### config.mk
export PLATFORM = sky130hd
export DESIGN_NAME = app_rd_to_fifo
export DESIGN_NICKNAME = d
export VERILOG_FILES = /design/src/rtl/app_rd_to_fifo.sv
export SDC_FILE = /design/constraint.sdc
export NUM_CORES = 1
export LEC_CHECK = 0
export ABC_AREA = 1
export CORE_MARGIN = 2
export CORE_UTILIZATION = 47
export DETAILED_ROUTE_END_ITERATION = 12
export PLACE_DENSITY = 0.91
export SLEW_MARGIN = 10
export SYNTH_ARGS = -nofsm -noshare
export SYNTH_HDL_FRONTEND = slang
export SYNTH_SLANG_ARGS = --single-unit
### constraint.sdc
create_clock -name clk -period 2.3 [get_ports clk]
set_clock_uncertainty 0.15 [all_clocks]
set_input_delay 0.23 -clock clk [delete_from_list [all_inputs] [get_ports clk]]
set_output_delay 0.23 -clock clk [all_outputs]
set_load 0.02 [all_outputs]
### src/rtl/app_rd_to_fifo.sv
// DDR read dispatcher: pops read addresses, issues READ commands with credit
// flow control, and packs two 64-bit return beats into one 128-bit FIFO push.
module app_rd_to_fifo #(
  parameter int MAX_OUTSTANDING = 8,
  parameter int CNT_W           = 4
) (
  input  logic             clk,
  input  logic             resetn,
  input  logic             has_rd_adx,
  input  logic [26:0]      address_in,
  output logic             get_rd_adx,
  output logic             app_en,
  output logic [2:0]       app_cmd,
  output logic [26:0]      address_out,
  input  logic             app_rdy,
  input  logic [63:0]      app_rd_data,
  input  logic             app_rd_data_valid,
  input  logic             app_rd_data_end,
  output logic [127:0]     read_data_out,
  output logic             put_rd_data,
  output logic [CNT_W-1:0] outstanding,
  output logic             protocol_err
);

  localparam logic S_IDLE  = 1'b0;
  localparam logic S_ISSUE = 1'b1;
  localparam logic B_BEAT0 = 1'b0;
  localparam logic B_BEAT1 = 1'b1;

  localparam logic [CNT_W:0] MAX_C = (CNT_W+1)'(MAX_OUTSTANDING);

  logic             r_state;
  logic             r_beat;
  logic [26:0]      r_addr;
  logic [63:0]      r_low;
  logic [127:0]     r_data;
  logic             r_put;
  logic [CNT_W-1:0] r_cnt;
  logic             r_err;

  logic             w_accept;
  logic             w_complete;
  logic [CNT_W:0]   w_cnt_nxt;
  logic             w_cnt_err;
  logic             w_credit_ok;
  logic             w_get;
  logic             w_beat_err;

  assign w_accept   = (r_state == S_ISSUE) && app_rdy;
  assign w_complete = r_put;

  // Completing with nothing in flight is a protocol fault; clamp at zero.
  always_comb begin
    w_cnt_nxt = {1'b0, r_cnt};
    w_cnt_err = 1'b0;
    case ({w_accept, w_complete})
      2'b10: w_cnt_nxt = {1'b0, r_cnt} + 1'b1;
      2'b01: begin
        if (r_cnt == '0) w_cnt_err = 1'b1;
        else w_cnt_nxt = {1'b0, r_cnt} - 1'b1;
      end
      2'b11: w_cnt_err = (r_cnt == '0);
      default: ;
    endcase
  end

  assign w_credit_ok = (w_cnt_nxt < MAX_C);

  always_comb begin
    w_get = 1'b0;
    case (r_state)
      S_IDLE:  w_get = has_rd_adx && w_credit_ok;
      S_ISSUE: w_get = w_accept && has_rd_adx && w_credit_ok;
      default: w_get = 1'b0;
    endcase
  end

  always_ff @(posedge clk or negedge resetn) begin
    if (!resetn) begin
      r_state <= S_IDLE;
      r_addr  <= 27'h7FFFFFF;
    end else if (w_get) begin
      r_state <= S_ISSUE;
      r_addr  <= {address_in[26:3], 3'b000};
    end else if (w_accept) begin
      r_state <= S_IDLE;
    end
  end

  always_ff @(posedge clk or negedge resetn) begin
    if (!resetn) r_cnt <= '0;
    else r_cnt <= w_cnt_nxt[CNT_W-1:0];
  end

  assign w_beat_err = app_rd_data_valid &&
    ((r_beat == B_BEAT0) == app_rd_data_end);

  always_ff @(posedge clk or negedge resetn) begin
    if (!resetn) begin
      r_beat <= B_BEAT0;
      r_low  <= '0;
      r_data <= '0;
      r_put  <= 1'b0;
    end else begin
      r_put <= 1'b0;
      if (app_rd_data_valid) begin
        unique case (1'b1)
          (r_beat == B_BEAT0) && !app_rd_data_end: begin
            r_low  <= app_rd_data;
            r_beat <= B_BEAT1;
          end
          (r_beat == B_BEAT1) && app_rd_data_end: begin
            r_data <= {app_rd_data, r_low};
            r_put  <= 1'b1;
            r_beat <= B_BEAT0;
          end
          (r_beat == B_BEAT1) && !app_rd_data_end: r_low <= app_rd_data;
          default: ;
        endcase
      end
    end
  end

  always_ff @(posedge clk or negedge resetn) begin
    if (!resetn) r_err <= 1'b0;
    else if (w_cnt_err || w_beat_err) r_err <= 1'b1;
  end

  assign get_rd_adx    = w_get;
  assign app_en        = (r_state == S_ISSUE);
  assign app_cmd       = 3'b001;
  assign address_out   = r_addr;
  assign read_data_out = r_data;
  assign put_rd_data   = r_put;
  assign outstanding   = r_cnt;
  assign protocol_err  = r_err;

endmodule

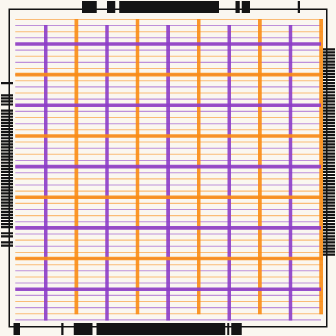
run_1/power_grid.png
Pins as bars on the die edge.
VDD: marked orange. VSS: marked purple.
The core has 49 rows. 10 straps on met4. 263 signal pins sit on the boundary. 50 met1 rails follow the rows.

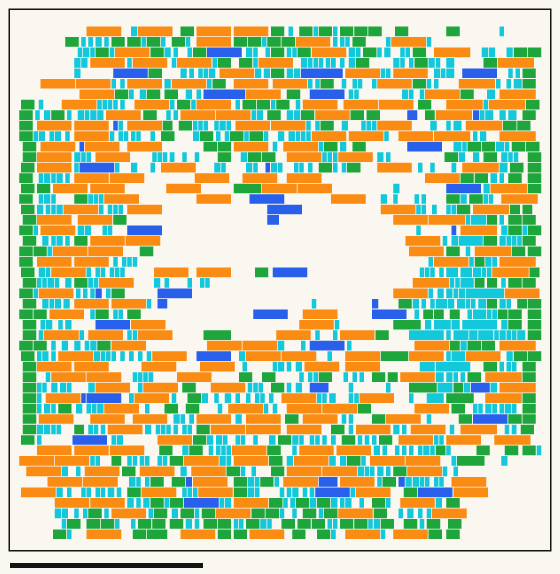
run_1/placement_by_type.png
The bar under the picture is 50 µm long.
combinational and other logic: marked cyan, cells 652, share of their area 24%. flops: marked orange, cells 225, share of their area 47%. other buffers and delay cells: marked green, cells 284, share of their area 24%. clock drivers and dummy loads: marked blue, cells 41, share of their area 6.1%.
row cnt: 49
sequential cell area share: 45.5%

==> metrics.yaml, run 1 <==
clocking:
  clock_latency_ns: 0.50
  cts_root_buffer: "clkbuf_16"
cells_and_area:
  buffer_area_share_pct: 23.0
  antenna_cells: 0
die:
  die_y_um: 140
  io_pins: 263
  core_area_mm2: 0.0181
yosys:
  yosys_warnings: 0
  simple_gate_share_pct: 19.2
  yosysSeqAreaShare_pct: 64.9
critical_path:
  arrival_ns: 1.86
  cp_common_cell: "inv_1"
grt:
  grt.busiest_layer: "met2"
final_timing:
  setup_viol: 0
  setup_tns_ns: 0
  worst_pin_slew_ns: 0.618
power:
  p_seq_share_pct: 37.8
  switchingPower_uw: 5930
status:
  status: "finished clean"
hold_path:
  hold_path_depth: 3
drt:
  wl_um: 22700
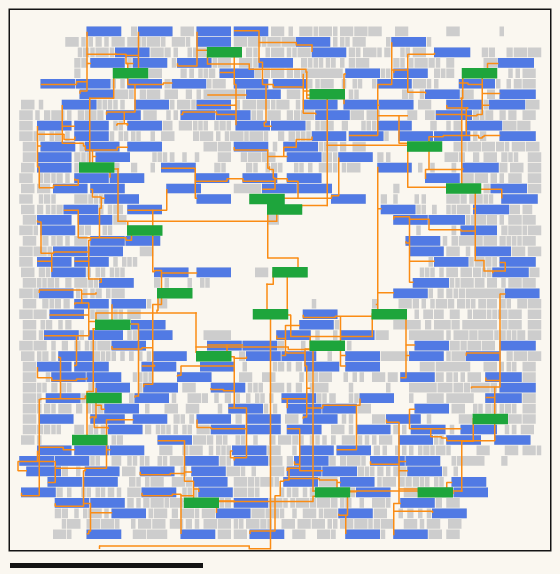
run_1/clk_routes.png
The bar under the picture is 50 µm long.
clock wires: marked orange, length 2600 µm. clock drivers: marked green, count 23. flip-flops: marked blue, count 225.
There are 24 routed clock nets. Position of the flops: spread over the die.

==> run 1 -> run 2 <==
--- a/config.mk
+++ b/config.mk
@@ -6,6 +6,7 @@
 export NUM_CORES = 1
 export LEC_CHECK = 0
 export ABC_AREA = 1
+export CAP_MARGIN = 30
 export CORE_MARGIN = 2
 export CORE_UTILIZATION = 47
 export DETAILED_ROUTE_END_ITERATION = 12
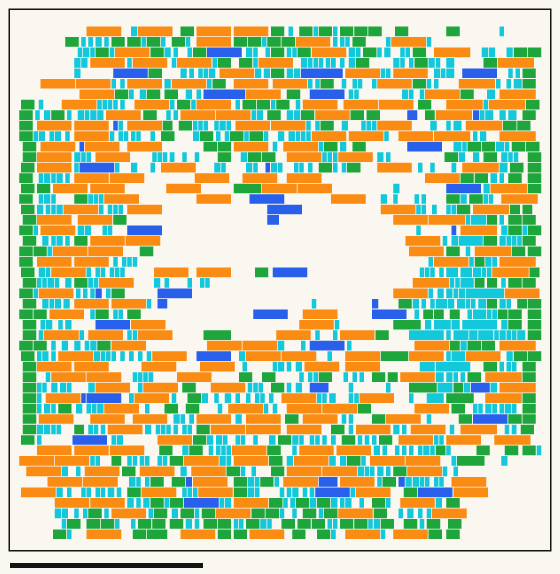
run_2/placement_by_type.png
The bar under the picture is 50 µm long.
flops: marked orange, cells 225, share of their area 47%. other buffers and delay cells: marked green, cells 284, share of their area 24%. combinational and other logic: marked cyan, cells 652, share of their area 24%. clock drivers and dummy loads: marked blue, cells 41, share of their area 6.1%.
Design Area, Final: 0.0124 mm²
total core area: 0.0181 mm²

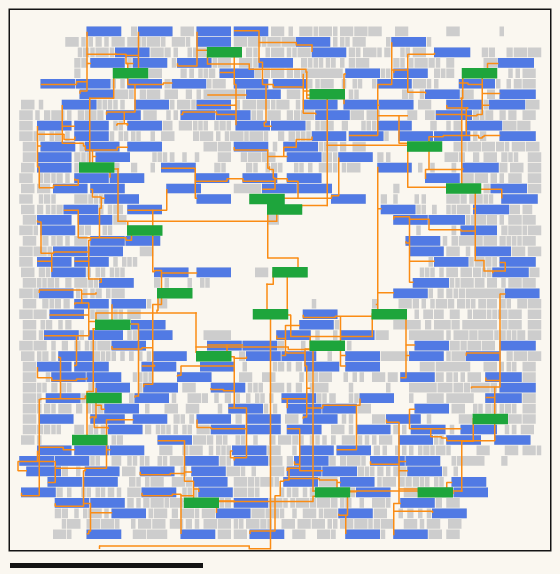
run_2/clk_routes.png
The bar under the picture is 50 µm long.
clock wires: marked orange, length 2600 µm. clock drivers: marked green, count 23. flip-flops: marked blue, count 225.
Position of the flops: spread over the die. There are 24 routed clock nets.
Clk pwr share: 22.2%
Power Clock: 3670 µW

==> run 2 against run 1 <==
Sequential power about the same. Combinational power about the same. Sequential share of layout area is the same. Flip-flop count stayed put. Wire length stayed put. Clock power about the same. Largest cell class unchanged. Largest power group unchanged.
==> metrics.yaml, run 2 <==
status:
  status: "finished clean"  # unchanged
hold_path:
  hold_end: "address_out[10]"  # unchanged
  hold_path_depth: 3  # unchanged
clocking:
  clock_latency_ns: 0.50  # about the same
  tritoncts: "yes"  # unchanged
  cts_root_buffer: "clkbuf_16"  # unchanged
cells_and_area:
  layout.cells.non_filler: 1431  # unchanged
  buffer_area_share_pct: 23.0  # unchanged
  antenna_cells: 0  # unchanged
  sh_seq_area_pct: 45.5  # unchanged
  dominant_cells: "flip-flops and latches"  # unchanged
yosys:
  synthArstFlopShare_pct: 100  # unchanged
  yosysSeqAreaShare_pct: 64.9  # unchanged
  xor_share_pct: 0.100  # unchanged
  ys.flops: 225  # unchanged
  yosys_warnings: 0  # unchanged
  yosysTopAreaCell: "dfrtp_1"  # unchanged
  simple_gate_share_pct: 19.2  # unchanged
power:
  switchingPower_uw: 5930  # unchanged
  p_seq_share_pct: 37.8  # about the same
  powerComb_uw: 6590  # about the same
die:
  tap_cells: 229  # unchanged
  die_y_um: 140  # unchanged
  num_rows: 49  # unchanged
  io_pins: 263  # unchanged
drt:
  ant_nets: 0  # unchanged
  via_count: 7162  # unchanged
  wl_um: 22700  # unchanged
final_timing:
  worst_pin_slew_ns: 0.618  # unchanged
  relSlewSlack_pct: 58.8  # unchanged
  setup_viol: 0  # unchanged
  setup_tns_ns: 0  # unchanged
critical_path:
  arrival_ns: 1.86  # about the same
  cp_common_cell: "inv_1"  # unchanged
  cp_cell_sequence: "inv_1 -> ha_4 -> inv_2 -> a41oi_4 -> nand2_4 -> inv_1 -> buf_4"  # unchanged
grt:
  grt.busiest_layer: "met2"  # unchanged
place:
  io_buffers: 256  # unchanged
No activity file was given, so power comes from the tool's default toggle rates.
